==> config.mk <==
export PLATFORM = sky130hd
export DESIGN_NAME = lcd_hd44780_sink_flat
export DESIGN_NICKNAME = d
export VERILOG_FILES = /design/src/rtl/lcd_hd44780_sink_if.sv /design/src/rtl/lcd_hd44780_sink.sv /design/src/flat_wrapper.sv
export SDC_FILE = /design/constraint.sdc
export NUM_CORES = 1
export LEC_CHECK = 0
export CAP_MARGIN = 20
export CORE_AREA = 2 2 264 266
export CTS_CLUSTER_SIZE = 14
export DETAILED_ROUTE_END_ITERATION = 16
export DIE_AREA = 0 0 266 268
export PLACE_DENSITY = 0.69
export SLEW_MARGIN = 20
export SYNTH_ARGS = -nofsm -noshare
export SYNTH_HDL_FRONTEND = slang
export SYNTH_SLANG_ARGS = --single-unit
==> constraint.sdc <==
create_clock -name ckht -period 4.9 [get_ports ckht]
set_input_delay 0.49 -clock ckht [delete_from_list [all_inputs] [get_ports ckht]]
set_output_delay 0.49 -clock ckht [all_outputs]
set_load 0.005 [all_outputs]
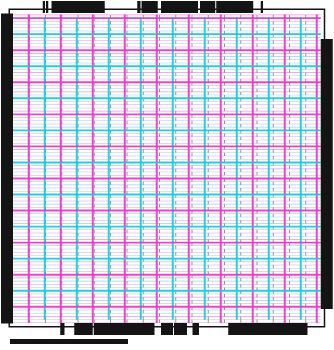
*Floorplan with the power grid, run 1*
The bar under the picture is 100 um long. Pins as bars on the die edge. Tap cells in grey.
colour	net
cyan	VDD
magenta	VSS
met5 straps	19
tap cells	882
Peak VDD IR: 0.264 mV
area of the core: 0.0682 sq mm

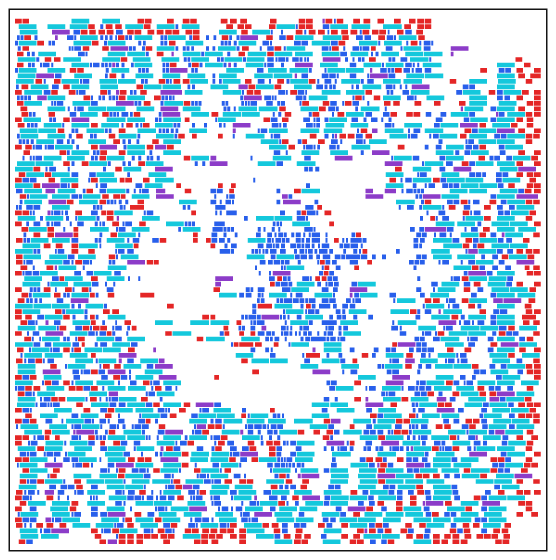
*Cells coloured by class, run 1*
colour	class	cells
blue	combinational and other logic	1,591
cyan	flops	696
red	other buffers and delay cells	747
purple	clock drivers and dummy loads	142
final core utilization: 0.575
Rows: 96
design area: 0.0392 sq mm
sequential cell area share: 0.447

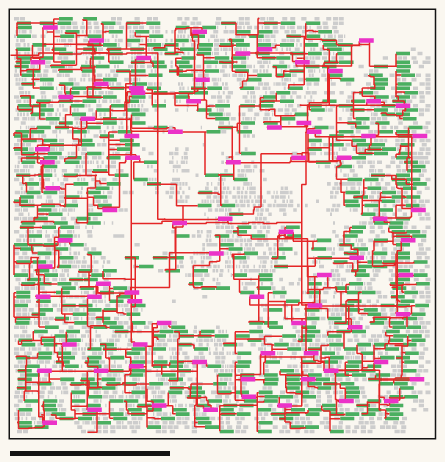
*Routed clock nets over the placement, run 1*
The bar under the picture is 100 um long.
[green] flip-flops | count: 696
[magenta] clock drivers | count: 78
[red] clock wires | length: 9,070 um
flops lie	widely spread
Power Clock: 5.83 mW
clock share of power: 0.490
Worst-Skew Late Latency: 620 ps

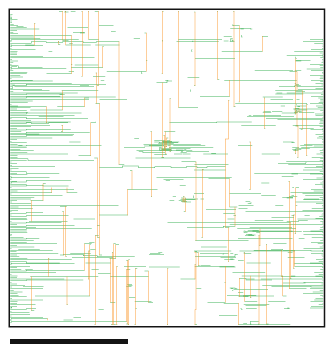
*Routed metal, one colour a layer, run 1*
The bar under the picture is 100 um long. Two of the layers only.
colour	layer	wire length
orange	metal 4	3,440 um
green	metal 3	10,200 um
GR Util All Layers: 0.299
WL final: 108,000 um
via count: 23,300

==> results.yml <==
# flow metrics
worst_hold_path:
  min_path_type: "primary input to flip-flop"
  holdPathStages: 1
synthesis:
  synth_cell_types: 63
  simple_gate_share: 0.122
  ys_sh_aoi: 0.108
  async_reset_ff_frac: 1.00
  synth-edff-count: 0
  ff_type: "dfrtp_1"
  netlist_area_sq_mm: 0.0290
  xor_share: 0.00666
  ys_seq_share: 0.605
  synthTopLogicFamily: "simple AND/OR/NAND/NOR gates"
  synth.avg_cell_area_sq_um: 11.5
  synth_flops: 696
  largest_area_cell: "dfrtp_1"
  synthesis.nets: 2536
  ys_area_sq_mm: 0.0290
  ys_cells: 2514
  synth_warnings: 0
  top_cell_area_share: 0.532
  yosys-top-cells-area: "dfrtp_1, mux2i_1, dfstp_2"
  ys_sh_mux: 0.120
  postSynthCellCount: 2514
  adder_share: 0.00432
power:
  p_leak_nw: 17.3
  power_density_mw_per_mm2: 303
  p_sw_mw: 2.71
  p_int_mw: 9.18
  pwr-share-comb: 0.025
  pwr-share-seq: 0.485
  p_sw_frac: 0.228
floorplan:
  initial_core_util: 0.424
  dieArea_sq_mm: 0.0713
  chipWidth_um: 266
  pin_count: 674
  die_h_um: 268
global_route:
  gr-total-overflow: 0
  antenna_found_initial: 5
  grt_max_degree: 130
  first_global_vias: 23600
  grt_pass1_wl_um: 160000
clock_network:
  clk_pin_slew_worst_paths_ps: 60
  cts_resized: 0
  clk_path_buf_depth: 3
  h-tree-depth: 3
  cts_made_buffers: 78
  cts_num_sinks: 696
  cts_hold_buf: 1
  cts_setup_buffers: 0
  cts_tree: "done"
  cts_root_buf: "clkbuf_16"
timing:
  setup_viol: 0
  finalClockPeriodUsage: 0.787
  rsz0062_at_grt: "no"
  final_hold_viol_count: 0
  relSlewSlack: 0.253
  fin_skew_ps: 25.3
  whs_ps: 312
  worstMarginPinSlew_ps: 1110
  clock.fmax_mhz: 259
  tns_ps: 0
  fin_crit_ps: 3860
  maxSlewViolCount: 0
final_layout:
  drive_above_1_share: 0.108
  fill_cells: 5636
  syn_to_final_growth_pct: 35.4
  final_cells: 4061
  final_nets: 3136
  largest_reg_flops: 640
setup_path:
  critPathTopFamily: "simple AND/OR/NAND/NOR gates"
  crit_arrival_ps: 4340
  cp_cell_sequence: "inv_1 > ha_1 > or4b_1 > nor4_4 > inv_2 > or3_4 > nand2_2 > buf_4 > mux2i_1"
  cp_max_fo: 75
  path_depth: 9
  slowest_stage: "or3_4"
  rr_worst_depth: 9
  cp-start-kind: "flip-flop"
  worst-path-buf-inv: 3
  crit_type: "flip-flop to flip-flop"
  worst-r2r-setup-slack_ps: 1040
  cp-end-kind: "flip-flop"
  cp_data_required_time_ps: 5380
  critPathMaxStageDelay_ps: 760
flow_run:
  tool_warnings: 47
  drv_cap: 0
placed_design:
  port-buffer-count: 673
  place.gp.congestion: 0.874
  hpwlAfterDp_um: 73200
  placed_cells: 3914
routing:
  dr.pass1.iters: 7
  routedWlPerCell_um: 26.7
  via_per_inst: 5.75
  detail-route-antenna-nets: 0
  drc: 0
  drtIter0Drc: 2151
status:
  status: "finished, final reports clean"
## run 1: power groups by stage
stage | Sequential (mW) | Clock [mW] | Combinational, mW
2_1_floorplan | 5.86 | 0 | 0.0920
3_3_place_gp | 5.86 | 0 | 0.300
3_5_place_dp | 5.86 | 0 | 0.305
4_1_cts | 5.76 | 5.93 | 0.306
5_1_grt | 5.76 | 6.16 | 0.327
6_report | 5.76 | 5.83 | 0.300
## run 1: metal layers
metal  vias up  track usage  share of wire
met2      1058        0.487           0.47
met1     12000        0.377           0.40
li1      10100            -              -
met5         -            0        0.00024
met3       211       0.0965          0.094
met4         4        0.101          0.032
## run 1: synth_stat cells, types with 4 or more instances
| library cell | number |
|---|---|
| and3_1 | 4 |
| and2_1 | 16 |
| dfrtp_1 | 615 |
| dfstp_2 | 81 |
| o31ai_1 | 4 |
| nor4_1 | 9 |
| and2_0 | 21 |
| a22o_1 | 192 |
| xnor2_1 | 13 |
| o21ai_0 | 13 |
| a22oi_1 | 4 |
| nor3_1 | 106 |
| inv_1 | 19 |
| o2111ai_1 | 15 |
| or4_1 | 6 |
| mux2_2 | 5 |
| o21ai_1 | 103 |
| nor2b_1 | 9 |
| nand2b_1 | 10 |
| a21oi_1 | 23 |
| buf_1 | 5 |
| nand3_1 | 141 |
| o211ai_1 | 37 |
| nor2_1 | 111 |
| a211oi_1 | 9 |
| nand2_1 | 301 |
| mux2i_1 | 339 |
| ha_1 | 10 |
| or2_2 | 7 |
| buf_2 | 50 |
| nand4_1 | 11 |
| clkbuf_1 | 172 |
| xor2_1 | 9 |
## run 1: placed cells by master (no fill, tap or decap), types with 7 or more instances in the layout
cell type        synthesis  final
o2111ai_1               15     10
clkinv_2                 0     19
and2_0                  21     21
or2_2                    7      7
nand3_1                141    140
nor3_1                 106     96
a22o_1                 192    192
and2_1                  16     16
o211ai_1                37     37
nand2_1                301    300
a211oi_1                 9      9
inv_2                    1      7
dfrtp_2                  0      8
o21ai_0                 13     13
dfstp_2                 81     81
nor3_2                   1     10
a21oi_1                 23     23
clkbuf_16                0     79
inv_1                   19     13
nand2b_1                10     10
nor2b_1                  9      9
nor4_1                   9      9
xnor2_1                 13     13
clkbuf_8                 0     16
clkbuf_1               172     15
buf_4                    0     65
xor2_1                   9      9
nand4_1                 11     11
nor2_1                 111    105
dfrtp_1                615    607
clkdlybuf4s50_1          0    672
o21ai_1                103    103
ha_1                    10     10
mux2i_1                339    339
## run 1: stage by stage
step	power (mW)	util	instance area (sq um)	setup slack, ps
2_1_floorplan	5.95	-	29000	1830
5_1_grt	12.2	0.575	39200	859
3_3_place_gp	6.16	0.536	36600	1160
3_5_place_dp	6.17	0.537	36600	1050
6_report	11.9	0.575	39200	1040
4_1_cts	12.0	0.574	39200	1050
## run 1: layout make-up
type | count | area [sq um] | area share
inverter | 20 | 75.1 | 0.00191
clock buffer | 110 | 2250 | 0.0575
clock inverter | 32 | 289 | 0.00737
tap | 882 | 1100 | 0.0281
multi-input combinational | 1571 | 10600 | 0.270
sequential | 696 | 17500 | 0.447
timing repair buffer | 747 | 7380 | 0.188
antenna | 3 | 7.51 | 0.000191
No activity file was given, so power comes from the tool's default toggle rates.
